## src/rtl/lsu_pkg.sv

```systemverilog
// Shared definitions for the load/store unit: RV32I funct3 size codes,
// FSM state encoding and the width of the bus-wait timeout counter.
package lsu_pkg;

  // funct3 access size/sign codes for RV32I loads and stores
  localparam logic [2:0] F3_B  = 3'b000;
  localparam logic [2:0] F3_H  = 3'b001;
  localparam logic [2:0] F3_W  = 3'b010;
  localparam logic [2:0] F3_BU = 3'b100;
  localparam logic [2:0] F3_HU = 3'b101;

  // Timeout counter width; holds 0..254 for the largest TIMEOUT of 255
  localparam int TIMEOUT_W = 8;

  typedef enum logic [1:0] {
    IDLE = 2'd0,
    BUS  = 2'd1,
    DONE = 2'd2
  } state_t;

endpackage

```

## src/rtl/lsu_align.sv

```systemverilog
// Purpose: byte-lane steering for stores, load extract/extend, access legality check.
// Latency: purely combinational.
// Backpressure: none; the parent FSM decides when outputs are used.
// Ports: is_load/is_store/funct3/addr_lo/wdata describe the incoming request
//        (-> st_be, st_wdata, req_fault); ld_funct3/ld_addr_lo/rword describe the
//        latched load and the returned bus word (-> ld_data).
module lsu_align
  import lsu_pkg::*;
(
  input  logic        is_load,
  input  logic        is_store,
  input  logic [2:0]  funct3,
  input  logic [1:0]  addr_lo,
  input  logic [31:0] wdata,
  output logic [3:0]  st_be,
  output logic [31:0] st_wdata,
  output logic        req_fault,
  input  logic [2:0]  ld_funct3,
  input  logic [1:0]  ld_addr_lo,
  input  logic [31:0] rword,
  output logic [31:0] ld_data
);

  logic legal;
  logic misaligned;
  logic [31:0] shifted;
  logic [15:0] half;

  // Store steering: replicate data across lanes, enable only the addressed ones
  always_comb begin
    st_be    = 4'b1111;
    st_wdata = wdata;
    case (funct3)
      F3_B: begin
        st_be    = 4'b0001 << addr_lo;
        st_wdata = {4{wdata[7:0]}};
      end
      F3_H: begin
        st_be    = addr_lo[1] ? 4'b1100 : 4'b0011;
        st_wdata = {2{wdata[15:0]}};
      end
      default: begin
        st_be    = 4'b1111;
        st_wdata = wdata;
      end
    endcase
  end

  // Legality: loads and stores together is never valid; size/sign codes differ per direction
  always_comb begin
    legal = 1'b0;
    if (is_load && is_store)
      legal = 1'b0;
    else if (is_load)
      legal = (funct3 == F3_B) || (funct3 == F3_H) || (funct3 == F3_W) ||
              (funct3 == F3_BU) || (funct3 == F3_HU);
    else if (is_store)
      legal = (funct3 == F3_B) || (funct3 == F3_H) || (funct3 == F3_W);

    // funct3[1:0] is the size: 01 half, 10 word
    misaligned = 1'b0;
    case (funct3[1:0])
      2'b01:   misaligned = addr_lo[0];
      2'b10:   misaligned = |addr_lo;
      default: misaligned = 1'b0;
    endcase

    req_fault = (is_load || is_store) && (!legal || misaligned);
  end

  // Load extract: bring the addressed byte down to bit 0, then extend
  always_comb begin
    shifted = rword >> {ld_addr_lo, 3'b000};
    half    = ld_addr_lo[1] ? rword[31:16] : rword[15:0];
    case (ld_funct3)
      F3_B:    ld_data = {{24{shifted[7]}}, shifted[7:0]};
      F3_BU:   ld_data = {24'd0, shifted[7:0]};
      F3_H:    ld_data = {{16{half[15]}}, half};
      F3_HU:   ld_data = {16'd0, half};
      default: ld_data = rword;
    endcase
  end

endmodule

```

## src/rtl/load_store_unit.sv

```systemverilog
// Purpose: RV32I memory stage; runs LB/LH/LW/LBU/LHU/SB/SH/SW over a req/ack word bus.
// Latency: 3 cycles minimum (IDLE, BUS with ack, DONE), +1 per bus wait cycle.
// Backpressure: stalls the core from request until DONE; bus_req held until ack or timeout.
// Ports: clk/reset; core side mem_read, mem_write, funct3, addr, wdata -> stall, done,
//        rdata, fault; bus side bus_req, bus_we, bus_addr, bus_be, bus_wdata <- bus_ack, bus_rdata.
module load_store_unit
  import lsu_pkg::*;
#(
  parameter int TIMEOUT = 255
) (
  input  logic        clk,
  input  logic        reset,
  input  logic        mem_read,
  input  logic        mem_write,
  input  logic [2:0]  funct3,
  input  logic [31:0] addr,
  input  logic [31:0] wdata,
  output logic        stall,
  output logic        done,
  output logic [31:0] rdata,
  output logic        fault,
  output logic        bus_req,
  output logic        bus_we,
  output logic [31:0] bus_addr,
  output logic [3:0]  bus_be,
  output logic [31:0] bus_wdata,
  input  logic        bus_ack,
  input  logic [31:0] bus_rdata
);

  state_t state_q, state_d;
  logic                 op;
  logic                 req_fault;
  logic [3:0]           st_be;
  logic [31:0]          st_wdata;
  logic [31:0]          ld_data;
  logic [2:0]           f3_q;
  logic [1:0]           lo_q;
  logic [TIMEOUT_W-1:0] cnt_q;
  logic                 timeout_hit;

  assign op          = mem_read | mem_write;
  assign timeout_hit = (cnt_q == TIMEOUT_W'(TIMEOUT - 1));

  lsu_align u_align (
    .is_load    (mem_read),
    .is_store   (mem_write),
    .funct3     (funct3),
    .addr_lo    (addr[1:0]),
    .wdata      (wdata),
    .st_be      (st_be),
    .st_wdata   (st_wdata),
    .req_fault  (req_fault),
    .ld_funct3  (f3_q),
    .ld_addr_lo (lo_q),
    .rword      (bus_rdata),
    .ld_data    (ld_data)
  );

  // State register
  always_ff @(posedge clk) begin
    if (reset) state_q <= IDLE;
    else       state_q <= state_d;
  end

  // Next state
  always_comb begin
    state_d = state_q;
    case (state_q)
      IDLE:    if (op) state_d = req_fault ? DONE : BUS;
      BUS:     if (bus_ack || timeout_hit) state_d = DONE;
      DONE:    state_d = IDLE;
      default: state_d = IDLE;
    endcase
  end

  // FSM outputs; stall covers the request cycle so the core freezes immediately
  always_comb begin
    stall   = !reset && (((state_q == IDLE) && op) || (state_q == BUS));
    bus_req = (state_q == BUS);
    done    = (state_q == DONE);
  end

  // Request latches, timeout counter and result registers
  always_ff @(posedge clk) begin
    if (reset) begin
      bus_we    <= 1'b0;
      bus_be    <= 4'b0000;
      bus_addr  <= '0;
      bus_wdata <= '0;
      f3_q      <= '0;
      lo_q      <= '0;
      cnt_q     <= '0;
      rdata     <= '0;
      fault     <= 1'b0;
    end else begin
      case (state_q)
        IDLE: begin
          if (op) begin
            if (req_fault) begin
              fault <= 1'b1;
              rdata <= '0;
            end else begin
              bus_we    <= mem_write;
              bus_be    <= mem_write ? st_be : 4'b1111;
              bus_addr  <= {addr[31:2], 2'b00};
              bus_wdata <= mem_write ? st_wdata : '0;
              f3_q      <= funct3;
              lo_q      <= addr[1:0];
              cnt_q     <= '0;
            end
          end
        end
        BUS: begin
          // Ack beats a simultaneous timeout
          if (bus_ack) begin
            fault  <= 1'b0;
            rdata  <= bus_we ? '0 : ld_data;
            bus_we <= 1'b0;
            bus_be <= 4'b0000;
          end else if (timeout_hit) begin
            fault  <= 1'b1;
            rdata  <= '0;
            bus_we <= 1'b0;
            bus_be <= 4'b0000;
          end else begin
            cnt_q <= cnt_q + 1'b1;
          end
        end
        default: ;
      endcase
    end
  end

endmodule
```

## config.mk

```make
export PLATFORM = sky130hd
export DESIGN_NAME = load_store_unit
export DESIGN_NICKNAME = d
export VERILOG_FILES = /design/src/rtl/lsu_pkg.sv /design/src/rtl/lsu_align.sv /design/src/rtl/load_store_unit.sv
export SDC_FILE = /design/constraint.sdc
export NUM_CORES = 1
export LEC_CHECK = 0
export ABC_AREA = 1
export CORE_ASPECT_RATIO = 0.7
export CORE_MARGIN = 4
export CORE_UTILIZATION = 40
export CTS_CLUSTER_DIAMETER = 150
export DETAILED_ROUTE_END_ITERATION = 8
export PLACE_DENSITY = 0.74
export SLEW_MARGIN = 20
export SYNTH_ARGS = -nofsm -noshare
export SYNTH_HDL_FRONTEND = slang
export SYNTH_SLANG_ARGS = --single-unit
```

## constraint.sdc

```tcl
create_clock -name clk -period 2.1 [get_ports clk]
set_input_delay 0.42 -clock clk [delete_from_list [all_inputs] [get_ports clk]]
set_output_delay 0.42 -clock clk [all_outputs]
set_load 0.01 [all_outputs]
```

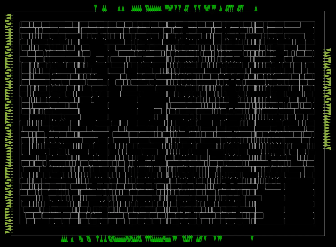
Figure 1: placement view.
Core Util, Final: 64.9%
FP Rows: 35
fraction of area in registers: 26.8%
flop count: 115
Fillers: 1174

==> qor.yml <==
crit_path_start_kind: "input pin"
power_leakage_nw: 3.41
routed_wl_um: 19000
setup_viol: 0
n_antenna_cell: 0
highest_layer: "met4"
clkCellAreaFrac_pct: 6.93
crit_type: "input pin to output port"
edf_count: 0
place_area_um2: 7920
place_ws_ps: -306
async_flop_share_pct: 0
die_w_um: 148
yosys_cells: 816
grt_max_degree: 85
drive_above_1_share_pct: 9.02
grt_use_met1_pct: 31.3
worstSetupEndpointType: "output port"
syn-cell-area_um2: 5450
drt-met1-wl_um: 8480
outcome: "completed"
placedCellCount: 1204
seq_area_frac_synth_pct: 42.3
postCtsSetupRepairBufs: 0
clockRootBuffer: "clkbuf_16"
clock_path_buffers: 2
yosysWarnings: 0
grt.busiest_layer: "met2"
worstMarginPinSlew_ps: 930
fin_nets: 1149
finalClockSkew_ps: 9.12
vias: 6018
wl_met3_um: 2030
period_used_pct: 97.4
stdcell_count: 1238
syn_to_final_growth_pct: 57.4
largestClassByArea: "combinational gates"
tap_cells: 185
comb_cells: 603
hold_viol: 0
first_pass_iters: 5
finalCriticalPeriod_ps: 2050
track_usage_pct: 23.6
clk_latency_ps: 410
portBuffers: 206
cap_violations: 0
drt_iter0_drc: 437
route.detailed.wl_per_inst_um: 15.4
comb_area_share_pct: 31.4
warning_count: 30
whs_ps: 452
cp_max_fo: 2
via_per_inst: 4.86
vdd_drop_max_mv: 0.659
nClkBuffers: 18
yosysChipArea_um2: 5450
cp_data_arrival_time_ps: 1630
slew_headroom_pct: 38.0
crit_required_ps: 1680
comb_area_um2: 2700
clock.fmax_mhz: 489
ys_ff: 115
cts_tree: "built"
met2_usage_pct: 35.2
cts_made_buffers: 17
ys_types: 30
drc: 0
synth_top_flop_cell: "dfxtp_1"
timing.setup.tns_ps: 0
drv_slew: 0
lay_top_cells: "nand2_1, clkdlybuf4s50_1, a21oi_1, dfxtp_1, nor2_1"
die-area_um2: 15600
power_density_nw_per_um2: 815
hp-class: "flop to flop"
layout.cells.most_common: "nand2_1"
hpwlAfterDp_um: 13600
clock_sinks: 115
grt_pass1_wl_um: 29300
core-area_um2: 13200
grt-ovfl-total: 0
syn_inst: 816
rsz0062_at_grt: "true"
grt_antenna_before_repair: 0
clk_pin_slew_ps: 60
final_cell_area_um2: 8580
io-pin-count: 209
buffer_area_share_pct: 29.9
met3_usage_pct: 9.63
htree_levels: 4
fp_util_pct: 41.2
nNonClkBuffers: 253
synth_area_per_cell_um2: 6.68
holdBufCountCts: 0
grt_pass1_vias: 5769
die.size.y_um: 106
route.met2.wl_um: 8220
setup_ws_ps: 53.6
ff_latch_area_um2: 2300
inverters: 50
ant_nets: 0
place_congestion: 0.861
power.total_mw: 7.00
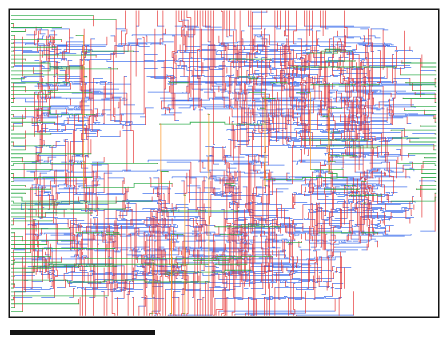
Figure 2: wiring by layer.
Scale bar: 50 um.
red -> met2  # wire length 8220 um
orange -> met4  # wire length 298 um
green -> met3  # wire length 2030 um
blue -> met1  # wire length 8480 um

cells by family after synthesis:
family / after synthesis / share of synthesized area, %
flip-flops: 115 / 42.3
XOR/XNOR: 1 / 0.161
AND-OR/OR-AND: 183 / 17.7
buffers and inverters: 99 / 8.66
other: 1 / 0.0688
adder cells (fa/ha/maj): 5 / 1.15
AND/OR/NAND/NOR: 412 / 30.0
report_power, final:
part	internal (mW)	leakage, nW	switching (mW)
Sequential	2.32	0.934	0.0887
Clock	1.79	0.287	1.12
Combinational	0.807	2.19	0.863
critical path, cell delays in order:
cell and delay, ps:
clkdlybuf4s50_1 490, nor2_1 80, nor2_2 150, nor2_1 70, nor2_1 130, dlygate4sd2_1 290
state kept, by name (all words and copies together) (netlist names):
register	cells
bus_addr	30
bus_be	4
bus_wdata	32
bus_we	1
cnt_q	8
f3_q	3
fault	1
lo_q	2
rdata	32
state_q	2
cells in the mapped netlist (2+ instances only):
cell      number  area share (%)
clkbuf_1      17             1.2
nand3b_1       2            0.28
a21oi_1      129              12
o21bai_1       7            0.96
nor2_1       105             7.2
nand2_2        2            0.23
buf_1          2            0.14
dfxtp_1      115              42
o211ai_1      11             1.5
inv_2          2            0.14
buf_4          9             1.2
buf_6          6             1.2
o21ai_0       30             2.8
o21ai_1        4            0.37
ha_1           5             1.1
nand2_1      261              18
nor2_2         2            0.23
nand3_1       36             3.3
buf_2         15             1.4
inv_1         46             3.2
final timing paths:
path / endpoint / depth (start not counted) / slack [ps] / startpoint
min reg2reg: fault / 2 / 450 / fault
min: fault / 2 / 450 / fault
max reg2reg: rdata[4] / 7 / 450 / lo_q[1]
max: stall / 6 / 50 / mem_write
timing repair:
| item | in CTS | in global routing |
|---|---|---|
| pin swaps | 0 | 1 |
| endpoints found under the setup margin | 1 | 23 |
| gates resized | 1 | 6 |
| cloned | 0 | 2 |
Power is estimated from default activity; no workload was simulated.
